===== src/rtl/dsp_result_capture.sv =====
// Captures DSP P results LAT cycles after operand acceptance into a credit-guarded
// first-word-fall-through FIFO, carrying a sideband tag alongside each result.
module dsp_result_capture #(
  parameter int unsigned WIDTH = 48,
  parameter int unsigned TAGW  = 4,
  parameter int unsigned LAT   = 2,
  parameter int unsigned DEPTH = 4
) (
  input  logic                         CLK,
  input  logic                         rst,
  input  logic                         in_valid,
  input  logic [TAGW-1:0]              in_tag,
  output logic                         in_ready,
  input  logic [WIDTH-1:0]             P,
  output logic                         out_valid,
  input  logic                         out_ready,
  output logic [WIDTH-1:0]             out_data,
  output logic [TAGW-1:0]              out_tag,
  output logic [$clog2(DEPTH+1)-1:0]   level,
  output logic                         ovf
);

  localparam int unsigned LW = $clog2(DEPTH + 1);
  localparam int unsigned PW = $clog2(DEPTH);

  logic                  accept, pop, push, push_ok;
  logic [TAGW-1:0]       push_tag;
  logic [LW-1:0]         credits_q, credits_d, level_q, level_d;
  logic [PW-1:0]         wptr_q, wptr_d, rptr_q, rptr_d;
  logic                  ovf_q, ovf_d;
  logic [WIDTH+TAGW-1:0] mem [DEPTH];

  assign in_ready  = (credits_q != '0);
  assign accept    = in_valid & in_ready;
  assign out_valid = (level_q != '0);
  assign pop       = out_valid & out_ready;
  assign level     = level_q;
  assign ovf       = ovf_q;

  generate
    if (LAT == 0) begin : g_nolat
      assign push     = accept;
      assign push_tag = in_tag;
    end else begin : g_chain
      logic [LAT-1:0]  vld_q;
      logic [TAGW-1:0] tag_q [LAT];

      // Bubbles shift through as vld=0 so each result lines up with its own tag.
      always_ff @(posedge CLK or posedge rst) begin
        if (rst) begin
          vld_q <= '0;
          for (int i = 0; i < LAT; i++) tag_q[i] <= '0;
        end else begin
          vld_q[0] <= accept;
          tag_q[0] <= in_tag;
          for (int i = 1; i < LAT; i++) begin
            vld_q[i] <= vld_q[i-1];
            tag_q[i] <= tag_q[i-1];
          end
        end
      end

      assign push     = vld_q[LAT-1];
      assign push_tag = tag_q[LAT-1];
    end
  endgenerate

  function automatic logic [PW-1:0] ptr_inc(input logic [PW-1:0] p);
    return (p == PW'(DEPTH - 1)) ? '0 : p + PW'(1);
  endfunction

  always_comb begin
    push_ok   = push & ((level_q != LW'(DEPTH)) | pop);
    credits_d = credits_q;
    level_d   = level_q;
    if (accept && !pop)      credits_d = credits_q - LW'(1);
    else if (pop && !accept) credits_d = credits_q + LW'(1);
    if (push_ok && !pop)     level_d = level_q + LW'(1);
    else if (pop && !push_ok) level_d = level_q - LW'(1);
    wptr_d = push_ok ? ptr_inc(wptr_q) : wptr_q;
    rptr_d = pop ? ptr_inc(rptr_q) : rptr_q;
    ovf_d  = ovf_q | (push & ~push_ok);
  end

  always_ff @(posedge CLK or posedge rst) begin
    if (rst) begin
      credits_q <= LW'(DEPTH);
      level_q   <= '0;
      wptr_q    <= '0;
      rptr_q    <= '0;
      ovf_q     <= 1'b0;
    end else begin
      credits_q <= credits_d;
      level_q   <= level_d;
      wptr_q    <= wptr_d;
      rptr_q    <= rptr_d;
      ovf_q     <= ovf_d;
    end
  end

  // Storage is deliberately unreset; the output mux hides stale contents.
  always_ff @(posedge CLK) begin
    if (push_ok) mem[wptr_q] <= {P, push_tag};
  end

  assign {out_data, out_tag} = out_valid ? mem[rptr_q] : '0;

endmodule

===== config.mk =====
export PLATFORM = sky130hd
export DESIGN_NAME = dsp_result_capture
export DESIGN_NICKNAME = d
export VERILOG_FILES = /design/src/rtl/dsp_result_capture.sv
export SDC_FILE = /design/constraint.sdc
export NUM_CORES = 1
export LEC_CHECK = 0
export ABC_AREA = 1
export CORE_ASPECT_RATIO = 2
export CORE_MARGIN = 4
export CORE_UTILIZATION = 56
export DETAILED_ROUTE_END_ITERATION = 12
export GPL_TIMING_DRIVEN = 0
export PLACE_DENSITY = 0.88
export SYNTH_ARGS = -nofsm -noshare
export SYNTH_HDL_FRONTEND = slang
export SYNTH_SLANG_ARGS = --single-unit

===== constraint.sdc =====
create_clock -name CLK -period 3.9 [get_ports CLK]
set_input_delay 0.975 -clock CLK [delete_from_list [all_inputs] [get_ports CLK]]
set_output_delay 0.975 -clock CLK [all_outputs]
set_load 0.05 [all_outputs]

==> notes.md <==
fresh numbers from the pnr run: count of pins over their slew limit=0, Critical R2R Capture=mem[2][19]$_DFFE_PP_, amount of wire on met2 after detailed routing=11,800 um, detailed placement HPWL=14,400 um, most area-consuming cells after synthesis=edfxtp_1 63%, inv_1 8.6%, nand2_1 8.5%, nand3_1 5.2%, dfrtp_1 5.1%, clk root buf=clkbuf_16, wire per inst=between 15 and 20 um, number of instances in the synthesized netlist=916, overall power after layout=between 4 and 5 mW, Top cells excl fill/tap=227 x inv_1, 222 x nand2_1, 208 x edfxtp_1, 113 x clkdlybuf4s50_1, 103 x nand3_1, setup slack after layout=approximately 0.082 ns, dominant kind of cell by area=registers, global-route wire length before repair=34,500 um, leakage power summed over all cells=around 5.1 nW, footprint of the multi-input gates=between 2000 and 2500 um^2, xor+xnor area frac=less than 1%, largest area contributor in the synthesized netlist=edfxtp_1, Post-Synthesis Net Count=981, chip area in the Yosys report=9860 um^2, Worst-Margin Slew=0.957 ns, Critical Path, Cell by Cell=buf_2, buf_1, nand3_1, a21oi_1, clkdlybuf4s50_1, clk sink count=229, yosys cell count=around 900, maximum VDD drop=0.376 mV, final antenna diode count=1, final routed DRC violation total=0, flop2flop setup slack=between 1 and 1.5 ns, sequential-cell power consumption=approximately 2.7 mW, floorplan-stage core utilization=57.1%, power density over the cells=383 nW/um^2, wire length the detailed router placed on met1=7680 um, proportion of synthesized chip area in sequential cells=68.7%, ratio of routed vias to standard cells=between 5 and 6, Buffers on Ports=113, Global Route met3 Usage=2.93%, most popular library cell in the synthesized design by count=inv_1, post-synthesis to final-layout area growth=21.7%, min cycle time layout=3.82 ns, clock power share=39.8%, largest fanout on the critical path=10, status=finished clean, RR Startpoint=level[0]$_DFFE_PP0P_, hold-critical path depth=0, routed wl met3=1390 um, uppermost routed layer=met4, multi-input gate share of the layout cell area=16.7%, number of hold buffers added after cts=0, number of flip-flops under the largest register name=208, internal power contribution=3.74 mW, global-route track usage on met2=40.0%, final std cells w/o fill=1,279, Placeable Area=17,300 um^2, worst hold slack=0.351 ns, Overflow after GRT=0, final RePlAce weighted congestion=between 0.8 and 0.9, Most common reg cell=edfxtp_1, setup violators final=0, share of flip-flops with an asynchronous set or reset=9.17%, Worst EP arrival=2.84 ns, total number of warnings across the stage logs=30, number of cells on the critical path=5, share of the synthesized area in the top cell type=63.4%, flip-flops with a built-in enable=roughly 210, clock buffers created by TritonCTS=19, delay contributed by the slowest stage of the critical path=0.87 ns, number of cells after detailed placement=1,244, initial antenna violation count=1, number of multi-input logic gates=417, # H-tree levels=1, number of clock buffers in the layout=26
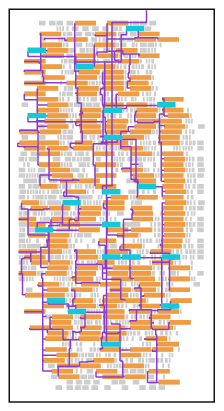
*Clock distribution*
(2 px per um)
[orange] flip-flops | count: 229
[cyan] clock drivers | count: 19
[purple] clock wires | length: 2,220 um
flops lie	spread over the die
Post-Route Skew: 0.00992 ns
Clk Latency, worst-skew pair: 0.49 ns

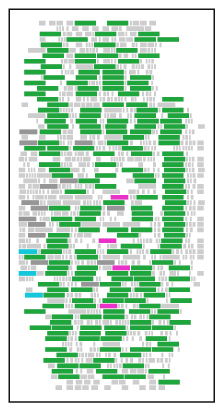
*Sequential cells coloured by netlist name*
(2 px per um) Other sequential cells in the stronger grey, the rest of the logic in the fainter grey.
colour	netlist name	flops
cyan	`credits_q`	3
magenta	`push_tag`	4
green	`mem`	208
not coloured	14
sequential cell area in the final layout: 6770 um^2
flop share of the area: 56.4%
post-layout util: 69.5%

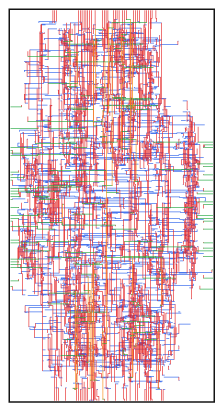
*Wiring by layer*
(2 px per um)
colour	layer	wire length
blue	metal 1	7,680 um
orange	metal 4	1,020 um
red	metal 2	11,800 um
green	metal 3	1,390 um
global-route usage over all layers: 22.2%
total wire length after detailed routing: 21,900 um
via count: 6,693

Power is estimated from default activity; no workload was simulated.
